**Placement by cell class**

Fill, decap, tap and diode cells in gray.
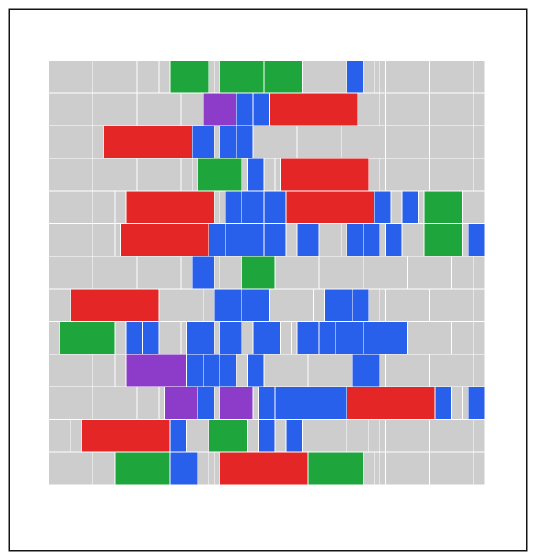
**Wire density map**

9 x 9 tiles, from dark blue (low) to red (high), scaled to the fullest tile. Values are wire area over tile area, all layers added.
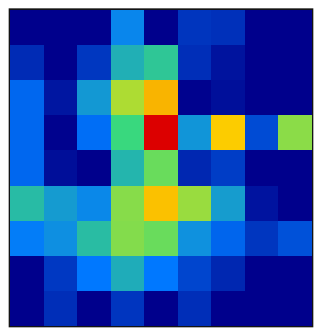
==> src/rtl/direction_scheduler.sv <==
// direction_scheduler
//
// Turns debounced direction buttons into a snake-style heading. Presses are
// detected on rising edges and resolved by priority U > L > R > D. A press is
// legal when it differs from, and is not opposite to, the reference direction.
// Legal presses wait in a pending store until a game step (TICK) moves the
// oldest one into DIR.
//
// Configuration macro: DIR_QUEUE_EN
//   defined   : DEPTH-entry FIFO of pending directions. The reference is the
//               newest entry, or DIR when the FIFO is empty. A legal press
//               that finds the FIFO full with no pop pulses DROP.
//   undefined : a single pending slot. A newer legal press, checked against
//               DIR only, overwrites it. COUNT is 0 or 1, DROP is tied to 0
//               and DEPTH is ignored.
//
// Ports
//   CLK    in   system clock, rising edge
//   RESET  in   synchronous, active-high reset
//   BTNU   in   up button    (direction 0)
//   BTNL   in   left button  (direction 1)
//   BTNR   in   right button (direction 2)
//   BTND   in   down button  (direction 3)
//   TICK   in   one-cycle game-step strobe
//   DIR    out  current direction: UP=0, LEFT=1, RIGHT=2, DOWN=3
//   MOVE   out  registered one-cycle pulse, one cycle after each TICK
//   COUNT  out  number of pending entries
//   DROP   out  registered one-cycle pulse when a legal press is discarded
//
// Timing: a press sampled on an edge is visible in COUNT after that edge.
// A TICK sampled on an edge updates DIR and raises MOVE after that edge.
// There is no bypass: a press and a pop in the same cycle never hand the
// new press straight to DIR.
module direction_scheduler #(
    parameter int DEPTH = 2
) (
    input  logic       CLK,
    input  logic       RESET,
    input  logic       BTNU,
    input  logic       BTNL,
    input  logic       BTNR,
    input  logic       BTND,
    input  logic       TICK,
    output logic [1:0] DIR,
    output logic       MOVE,
    output logic [2:0] COUNT,
    output logic       DROP
);

    if (!(DEPTH == 2 || DEPTH == 4)) begin : g_bad_depth
        $error("direction_scheduler: DEPTH must be 2 or 4");
    end

    // The bit index of each button is its direction encoding.
    logic [3:0] btns;
    logic [3:0] btn_prev;
    logic [3:0] press;

    assign btns  = {BTND, BTNR, BTNL, BTNU};
    assign press = btns & ~btn_prev;

    // Keep only the highest-priority press. Lower-priority presses in the
    // same cycle are ignored, even if the winning press later turns out to
    // be illegal.
    logic       press_valid;
    logic [1:0] press_dir;

    always_comb begin
        press_valid = 1'b1;
        press_dir   = 2'd0;
        if (press[0])      press_dir = 2'd0;
        else if (press[1]) press_dir = 2'd1;
        else if (press[2]) press_dir = 2'd2;
        else if (press[3]) press_dir = 2'd3;
        else               press_valid = 1'b0;
    end

    logic [1:0] ref_dir;
    logic       legal;
    logic       pop;

    // The encodings are chosen so that opposite directions are bitwise
    // complements (0<->3, 1<->2), i.e. they sum to 3.
    assign legal = press_valid && (press_dir != ref_dir) && (press_dir != ~ref_dir);
    assign pop   = TICK && (COUNT != 3'd0);

`ifdef DIR_QUEUE_EN

    localparam int PW = $clog2(DEPTH);

    logic [1:0]    queue [DEPTH];
    logic [PW-1:0] rd_ptr;
    logic [PW-1:0] wr_ptr;
    logic [PW-1:0] newest_ptr;
    logic          full;
    logic          push;
    logic          drop_next;

    // The pointers wrap naturally because DEPTH is a power of two.
    assign newest_ptr = wr_ptr - PW'(1);
    assign ref_dir    = (COUNT != 3'd0) ? queue[newest_ptr] : DIR;
    assign full       = (COUNT == 3'(DEPTH));
    // A full queue can still take a press when the same cycle pops.
    assign push       = legal && (!full || pop);
    assign drop_next  = legal && full && !pop;

    always_ff @(posedge CLK) begin
        if (RESET) begin
            DIR      <= 2'd0;
            MOVE     <= 1'b0;
            DROP     <= 1'b0;
            COUNT    <= 3'd0;
            rd_ptr   <= '0;
            wr_ptr   <= '0;
            // Load history with the live buttons so a button held through
            // reset release does not count as a press.
            btn_prev <= btns;
        end else begin
            btn_prev <= btns;
            MOVE     <= TICK;
            DROP     <= drop_next;
            if (pop) begin
                DIR    <= queue[rd_ptr];
                rd_ptr <= rd_ptr + PW'(1);
            end
            if (push) begin
                queue[wr_ptr] <= press_dir;
                wr_ptr        <= wr_ptr + PW'(1);
            end
            COUNT <= COUNT + 3'(push) - 3'(pop);
        end
    end

`else

    logic [1:0] slot_dir;

    assign ref_dir = DIR;
    assign DROP    = 1'b0;

    always_ff @(posedge CLK) begin
        if (RESET) begin
            DIR      <= 2'd0;
            MOVE     <= 1'b0;
            COUNT    <= 3'd0;
            slot_dir <= 2'd0;
            btn_prev <= btns;
        end else begin
            btn_prev <= btns;
            MOVE     <= TICK;
            if (pop) begin
                DIR <= slot_dir;
            end
            // A same-cycle press refills the slot after the pop, so the slot
            // stays occupied and the press waits for the next step.
            if (legal) begin
                slot_dir <= press_dir;
                COUNT    <= 3'd1;
            end else if (pop) begin
                COUNT    <= 3'd0;
            end
        end
    end

`endif

endmodule

==> config.mk <==
export PLATFORM = sky130hd
export DESIGN_NAME = direction_scheduler
export DESIGN_NICKNAME = d
export VERILOG_FILES = /design/src/rtl/direction_scheduler.sv
export SDC_FILE = /design/constraint.sdc
export NUM_CORES = 1
export LEC_CHECK = 0
export ABC_AREA = 1
export CAP_MARGIN = 20
export CORE_AREA = 3 3 40 42
export CTS_CLUSTER_DIAMETER = 120
export DETAILED_ROUTE_END_ITERATION = 7
export DIE_AREA = 0 0 43 45
export SYNTH_ARGS = -nofsm -noshare
export SYNTH_HDL_FRONTEND = slang
export SYNTH_SLANG_ARGS = --single-unit
==> constraint.sdc <==
create_clock -name CLK -period 1.5 [get_ports CLK]
set_input_delay 0.45 -clock CLK [delete_from_list [all_inputs] [get_ports CLK]]
set_output_delay 0.45 -clock CLK [all_outputs]
set_load 0.01 [all_outputs]
==> summary.rpt <==
FLOW METRICS REPORT
----------------------------------------------------
[Logic synthesis]
  Xor-xnor portion of the synthesized cell area ........................ 0%
  Post-synth EDFFs ........................ 0
  Synth Area in Simple Gates ........................ between 20% and 30%
  Cell type with the highest aggregate area in the netlist ........................ sky130_fd_sc_hd__dfxtp_1
  Post-synthesis adder-cell area fraction ........................ 0%
  Share of synthesized registers carrying an async set or reset ........................ 0%
  Synthesized-area fraction occupied by ao, oa, aoi and oai cells ........................ 11.6%
  Top post-synthesis cells by area ........................ sky130_fd_sc_hd__dfxtp_1 (45%), sky130_fd_sc_hd__nand2_1 (11%), sky130_fd_sc_hd__nand2_2 (9.9%), sky130_fd_sc_hd__inv_1 (8.5%), sky130_fd_sc_hd__a21oi_1 (5.7%)
  Yosys warns ........................ 0
  Fraction of post-synthesis cell area in the top cell type by area ........................ 45.5%
  Number of distinct library cells after synthesis ........................ 13
  Cell area after synthesis ........................ about 440 sq um
  Main logic family ........................ simple AND/OR/NAND/NOR gates
  Post-synth mux share ........................ 0%
  Avg Cell Area, Syn ........................ approximately 7.5 sq um
  Seq/Total Area, Yosys ........................ between 40% and 50%
  Count leader, synth ........................ sky130_fd_sc_hd__nand2_1
  Number of cells produced by synthesis ........................ approximately 59
  Ys flop type ........................ sky130_fd_sc_hd__dfxtp_1

[Pwr]
  Clock network fraction of design power ........................ a little under two fifths
  Power per unit of standard cell area ........................ ~1100 mW/mm^2
  Post-layout power ........................ roughly 0.65 mW
  Leakage power of the design ........................ approximately 0.32 nW
  Worst ir drop on vdd ........................ approximately 0.73 mV
  Switching part of the total ........................ about 26%
  Relative contribution of combinational cells to total power ........................ between 10% and 20%
  Psw ........................ approximately 0.17 mW
  Internal Power ........................ about 0.49 mW

[Final layout]
  Inverter count of the layout excluding clock inverters ........................ 11
  Number of non-filler instances in the completed layout ........................ between 80 and 90
  Non-clk buf share ........................ between 10% and 20%
  FF/Latch Area ........................ ~200 sq um
  Logic Gate Count ........................ 37
  Layout sequential cell count ........................ 10
  Final standard cell utilization of the core ........................ about 47%
  Dominant class by area ........................ sequential cells
  Flop share of the area ........................ between 30% and 40%
  Logic area ........................ between 150 and 200 sq um
  Count of nets after finishing ........................ about 81
  Clock network contribution to total cell area ........................ between 6 and 7%
  Fraction of final layout cells sized beyond drive strength 1 ........................ 24.7%
  Most frequent logic cell in the layout ........................ sky130_fd_sc_hd__nand2_1
  Number of non-clock buffers in the layout ........................ 11

[Outcome]
  Status ........................ finished, final reports clean

[Min path]
  Cell depth of the worst hold path ........................ 1
  Beginning of the worst hold path ........................ BTNU
  Capture endpoint of the worst hold path ........................ btn_prev[0]

[Setup path]
  Reg2reg path depth ........................ 12
  Startpoint kind of the worst setup timing path ........................ register
  Worst Setup Path Type ........................ reg -> out
  CP max stage cell ........................ sky130_fd_sc_hd__dfxtp_1
  Reg-to-reg startpoint ........................ btn_prev[0]
  CP Capture Type ........................ output port
  Required time of the worst setup path ........................ around 1.1 ns
  Cell class contributing the biggest share of worst-path delay ........................ flip-flops
  Arrival time reported for the critical path endpoint ........................ 0.88 ns
  Largest fanout on the critical path ........................ 3
  Highest cell delay on the worst timing path ........................ around 0.34 ns

[Run]
  Number of warnings in the stage logs ........................ 26
  Max_cap viols ........................ 0

[CTS]
  Count of buffers added by post-CTS timing repair for setup ........................ 0
  Maximum level of the CTS H-tree ........................ 1
  Number of buffers on the longest clock path ........................ 2
  Clock Latency Late Sink ........................ ~0.27 ns
  Total CTS buffers ........................ 3

[Global routing]
  Number of antenna violations at the first check in global routing ........................ 0
  Grt total ovfl ........................ 0
  Global-route wire length before repair ........................ 1160 um

[Placement]
  Cell total after placement ........................ 84
  Detailed-placement wirelength estimate ........................ roughly 540 um
  Count of buffers inserted at the top-level ports ........................ 10

[Route]
  Remaining antenna violation count ........................ 0
  Starting DRT DRC Count ........................ 3
  Post-detailed-route DRC marker count ........................ 0
  Detail-routed via count per cell ........................ ~4.1

[Final timing]
  Shortest period the worst path allows ........................ around 1.3 ns
  Setup skew after layout ........................ about 0.0032 ns
  Final-report setup violation count ........................ 0
  RSZ-0062 raised after global routing ........................ no
  Final Hold Vio Count ........................ 0
  PnR worst setup slack ........................ between 0.15 and 0.2 ns
  Post-route worst hold slack ........................ about 0.31 ns

[Floorplan]
  Inserted tap cell count ........................ 15
  Vertical die dimension ........................ roughly 45 um
  Total die size ........................ a little under 0.002 sq mm
  I/O pin total ........................ 14

----------------------------------------------------
About 'placement by cell class':
Key: flip-flops = red [cells 10, share of their area 35%]; clock drivers and dummy loads = purple [cells 4, share of their area 6.3%]; other buffers and delay cells = green [cells 11, share of their area 19%]; all other logic = blue [cells 48, share of their area 40%]
design area: 598 sq um
number of rows in the core area: 13

About 'wire density map':
32% of the tiles are nearly empty. The emptiest ninth of the die: upper right. The fullest tile reaches 0.29. 14% of the tiles are over half the peak.
vias after detailed routing: 362
Total Wirelength: 684 um
wire per inst: 7.77 um
Total Routing Usage GR: 9.27%

-- registers in the layout, indices dropped and copies added (netlist names) --
signal,cells
btn_prev,4
DIR,2
slot_dir,2
COUNT,1
MOVE,1
-- what timing repair did --
item,4_1_cts,5_1_grt
endpoints found under the setup margin,6,3
pin swaps,2,5
gates resized,6,5
-- kinds of logic after synthesis --
kind of cell | after synthesis
other cells | 1
buf+inv | 14
compound gates | 8
simple gates | 26
flops | 10
-- per-stage QoR --
| step | TNS, ns | instance area (sq um) |
|---|---|---|
| floorplan | 0 | 448 |
| global placement | -0.751 | 552 |
| detailed placement | -0.799 | 552 |
| CTS | 0 | 582 |
| global route | 0 | 598 |
| finish | 0 | 598 |
-- layer usage --
layer	vias to the layer above	share of wire (%)	track usage, %
met2	8	42	11.4
met3	4	6.1	3.59
met5	-	0	0
li1	199	-	-
met1	151	45	9.73
met4	0	6.6	14.5
-- power by group through the flow --
| stage | Combinational [mW] | Sequential [mW] | Clock (mW) |
|---|---|---|---|
| floorplan | 0.0746 | 0.304 | 0 |
| finish | 0.117 | 0.294 | 0.243 |
| detailed placement | 0.122 | 0.301 | 0 |
| global placement | 0.120 | 0.300 | 0 |
| global route | 0.132 | 0.297 | 0.268 |
| CTS | 0.115 | 0.294 | 0.250 |
-- worst max path at each step --
stage          startpoint           to  slack (ns)  cells past startpoint
3_3_place_gp         BTND  slot_dir[0]       -0.26                     10
6_report           DIR[0]       DIR[0]        0.17                      1
5_1_grt              BTND  slot_dir[0]        0.10                     11
3_5_place_dp         BTND  slot_dir[1]       -0.28                     10
2_1_floorplan        BTND  slot_dir[1]        0.30                      9
4_1_cts              BTNL  slot_dir[0]        0.02                     11
Power figures rest on the tool's default switching activity, not on a simulated workload.
